pdn.png
Pins as bars on the die edge. Tap cells in grey.
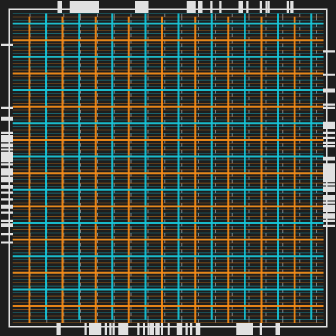
cell_classes.png
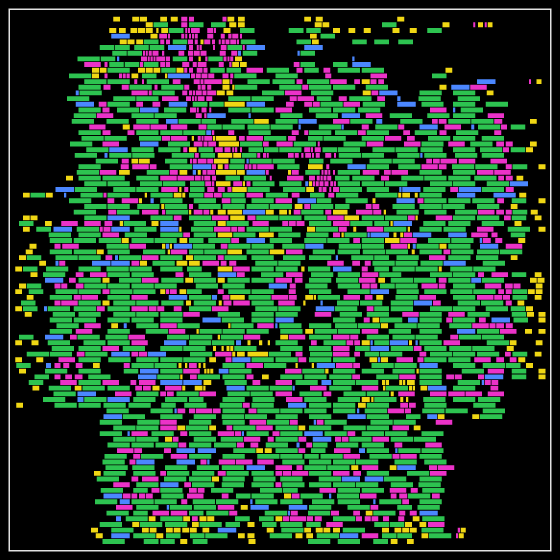
clock_map.png
Bar = 100 µm.
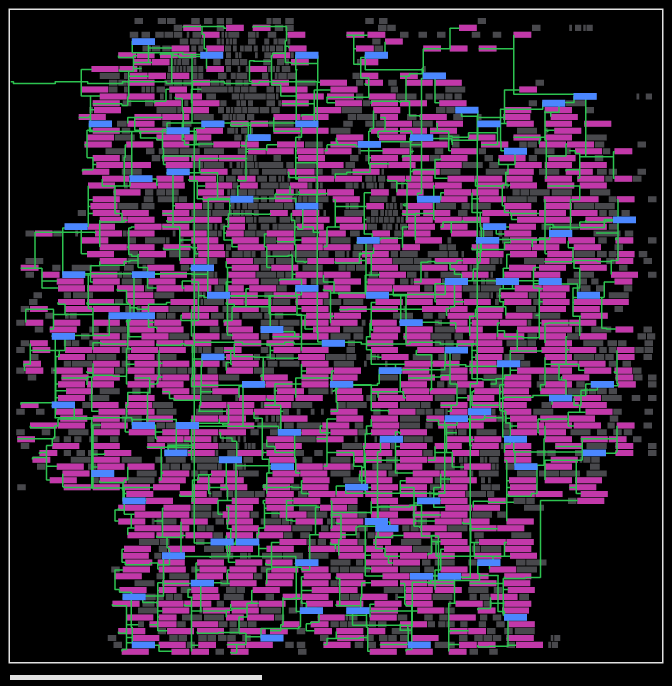
==> config.mk <==
export PLATFORM = sky130hd
export DESIGN_NAME = rocket_trace_fifo
export DESIGN_NICKNAME = d
export VERILOG_FILES = /design/src/rtl/rocket_trace_fifo.sv
export SDC_FILE = /design/constraint.sdc
export NUM_CORES = 1
export LEC_CHECK = 0
export ABC_CLOCK_PERIOD_IN_PS = 12050
export CAP_MARGIN = 30
export CORE_MARGIN = 2
export CORE_UTILIZATION = 51
export DETAILED_ROUTE_END_ITERATION = 8
export GPL_TIMING_DRIVEN = 0
export HOLD_SLACK_MARGIN = 0.08
export PLACE_DENSITY = 0.79
export SYNTH_ARGS = -nofsm -noshare
export SYNTH_HDL_FRONTEND = slang
export SYNTH_SLANG_ARGS = --single-unit
==> constraint.sdc <==
create_clock -name clock -period 12.05 [get_ports clock]
set_clock_uncertainty 0.2 [all_clocks]
set_input_delay 1.8075 -clock clock [delete_from_list [all_inputs] [get_ports clock]]
set_output_delay 1.8075 -clock clock [all_outputs]
set_load 0.01 [all_outputs]
==> impl_metrics.csv <==
group,metric,value,unit
pwr,leakage,12.6,nW
route,drc,0,
cells_and_area,largest_reg_flops,728,
worst_hold_path,hold_depth,2,
timing,maxSlewHeadroom,34.3,%
synthesis,yosys.stat.seqShare,74.3,%
timing,finalSetupViolCount,0,
critical_path,cp.required,12.35,ns
floorplan,io_pins,197,
timing,slew_viol_final,0,
route,vias,16700,
synthesis,avgSynthCellArea,20.6,µm²
route,firstDrtPassIters,6,
cts,cts-root-buf,"clkbuf_16",
cells_and_area,lay_top_cells,"edfxtp_1 (728), clkdlybuf4s50_1 (190), mux4_2 (182), dfxtp_1 (135)",
cts,tritoncts,"done",
cells_and_area,final_common_cell,"edfxtp_1",
route,wirelength,74600,µm
critical_path,crit_type,"input pin to register",
cells_and_area,area_growth,20.3,%
global_route,antenna_found_initial,10,
cts,hold_buffers,0,
timing,hold_violations,0,
cells_and_area,drive_above_1_share,29.7,%
timing,rsz0062_at_grt,"false",
synthesis,async_flop_share,0,%
synthesis,xor_share,0.847,%
outcome,status,"finished, final reports clean",
critical_path,crit_fanout,10,
cells_and_area,nNetsFinal,2022,
route,ant_nets,0,
synthesis,simple_gate_area_share,1.92,%
global_route,track_usage,22.7,%
cts,post_cts.repair.setup_buffers,0,
critical_path,rr_worst_depth,10,
synthesis,ys_cells,1606,
placement,globalplace.congestion,0.778,
global_route,grt_max_degree,25,
run,warnings,26,
placement,dp_hpwl,46000,µm
synthesis,netlist_logic_family_top,"multiplexers",
synthesis,synthCells,1606,
route,wl_per_cell,26.0,µm
synthesis,synth-seq-cells,863,
synthesis,synth_cell_types,48,
synthesis,netlist.top_cell.by_area,"edfxtp_1",
synthesis,ys_sh_aoi,2.78,%
synthesis,flop_cell,"edfxtp_1",
synthesis,yosys_area,0.0331,mm²
synthesis,adder_share,0.303,%
route,post_drt_via_cell_ratio,5.84,
critical_path,crit_cells,11,
timing,post-route-period-util,45.0,%
critical_path,critPathBufInv,4,
placement,numPortBuffers,190,
global_route,grt_pass1_wl,111000,µm
timing,fmax,184,MHz
cts,clk_pin_slew_worst_paths,0.06,ns
cts,cts_sinks,863,
route,drtIter0Drc,1650,
cts,numCtsBuffers,86,
placement,dp_cells,2702,
critical_path,critPathTopFamily,"buffers and inverters",
cts,cts_max_path_buffers,3,
synthesis,edf_count,728,
pwr,p_total,7.22,mW
run,drv_cap,0,
cells_and_area,layout.cells.non_filler,2868,
cts,post_cts_resize_count,0,
global_route,grt_pass1_vias,17800,
synthesis,topCellsByArea,"edfxtp_1 (66%), mux4_2 (12%), dfxtp_1 (8.2%)",
critical_path,worst-endpoint-arrival,5.72,ns
critical_path,worstPathCellList,"clkdlybuf4s50_1, nand2_2, inv_2, ha_1, ha_1, clkbuf_1, clkbuf_1, mux4_2, mux2_2, mux2i_1, a21oi_2",
global_route,overflow,0,
critical_path,cpMaxStageDelayCell,"clkbuf_1",
timing,period_minus_slack,5.43,ns
floorplan,die_area,0.0669,mm²
synthesis,top_area_share,66.1,%
critical_path,slowest_delay,0.73,ns
cts,cts_htree_levels,3,
critical_path,critPathCaptureType,"register",
synthesis,syn_area,0.0331,mm²
critical_path,start_kind,"input pin",
critical_path,r2r_setup_slack,7.98,ns
synthesis,yosys_warnings,0,
pwr,p_per_area,181,mW/mm²
floorplan,initial_utilization,51.4,%
synthesis,ys_sh_mux,18.3,%
timing,worst-slew-pin-transition,0.971,ns
worst_hold_path,hp-class,"register to register",
Back to the opening pictures, pdn.png:
[cyan] VDD
[orange] VSS
signal pins: 197
tap cells: 855
rows: 93
VDD IR max: 0.108 mV
Core Footprint: 0.0643 mm²
Die Y: 259 µm
die extent in x: 259 µm

Back to the opening pictures, cell_classes.png:
[green] flip-flops | cells: 863
[yellow] other buffers and delay cells | cells: 333
[blue] clock drivers and dummy loads | cells: 162
[magenta] all other logic | cells: 651
fin area: 0.0398 mm²
sequential share of cell area: 61.7%
Finished Core Util: 61.8%
FP Rows: 93

Back to the opening pictures, clock_map.png:
[green] clock wires | length: 9,320 µm
[blue] cells driving clock nets | count: 86
[magenta] flip-flops | count: 863
routed clock nets: 87
flops lie: spread over the die
Clock net power: 2.71 mW
clk_lat worst skew: 0.64 ns
Clock power frac: 37.5%

[report_power, final]
group | switching (mW) | internal [mW]
sequential | 0.0492 | 3.35
combinational | 0.543 | 0.569
clock | 1.10 | 1.61
[area by class of cell]
| type | instances | area [µm²] |
|---|---|---|
| diodes | 4 | 10.0 |
| plain buffers | 96 | 508 |
| clock buffers | 122 | 2430 |
| clock inverters | 40 | 452 |
| fillers | 4281 | 24600 |
| inverters | 7 | 26.3 |
| multi-input cells | 644 | 8050 |
| flip-flops and latches | 863 | 24600 |
| well taps | 855 | 1070 |
| repair buffers | 237 | 2670 |
[cell usage after synthesis (all sizes together), types with 3 or more instances]
master / number
nor4: 4
nor3: 12
nor2: 38
dfxtp: 135
nor4b: 3
a21oi: 96
o21ai: 5
nand3: 9
nor2b: 8
mux4: 182
nor3b: 3
nand4: 11
mux2: 92
ha: 8
edfxtp: 728
o311ai: 3
buf: 55
or3: 6
nand2: 15
xnor2: 25
inv: 7
clkbuf: 41
xor2: 7
mux2i: 91
[stage by stage]
step / instance area (µm²) / setup TNS (ns) / hold slack, ns / setup slack, ns
after floorplan: 33100 / 0 / 0.270 / 2.57
after global placement: 36100 / -816.59 / 0.254 / -4.61
after detailed placement: 36900 / 0 / 0.256 / 6.01
after CTS: 39800 / 0 / 0.272 / 6.62
after global routing: 39800 / 0 / 0.282 / 6.54
final: 39800 / 0 / 0.273 / 6.62
[routing by layer]
metal  vias to the layer above  wire [µm]  track usage, %
li1                       7175          -               -
met3                       107       6000            4.87
met1                      8679      28700            29.5
met2                       765      38200            38.3
met5                         -         67               0
met4                        10       1690            7.40
[worst min-delay path: stages, from the launching register on]
cell and delay, ns:
dfxtp_1 0.32, inv_1 0.05, a21oi_1 0.05
Power is estimated from default activity; no workload was simulated.
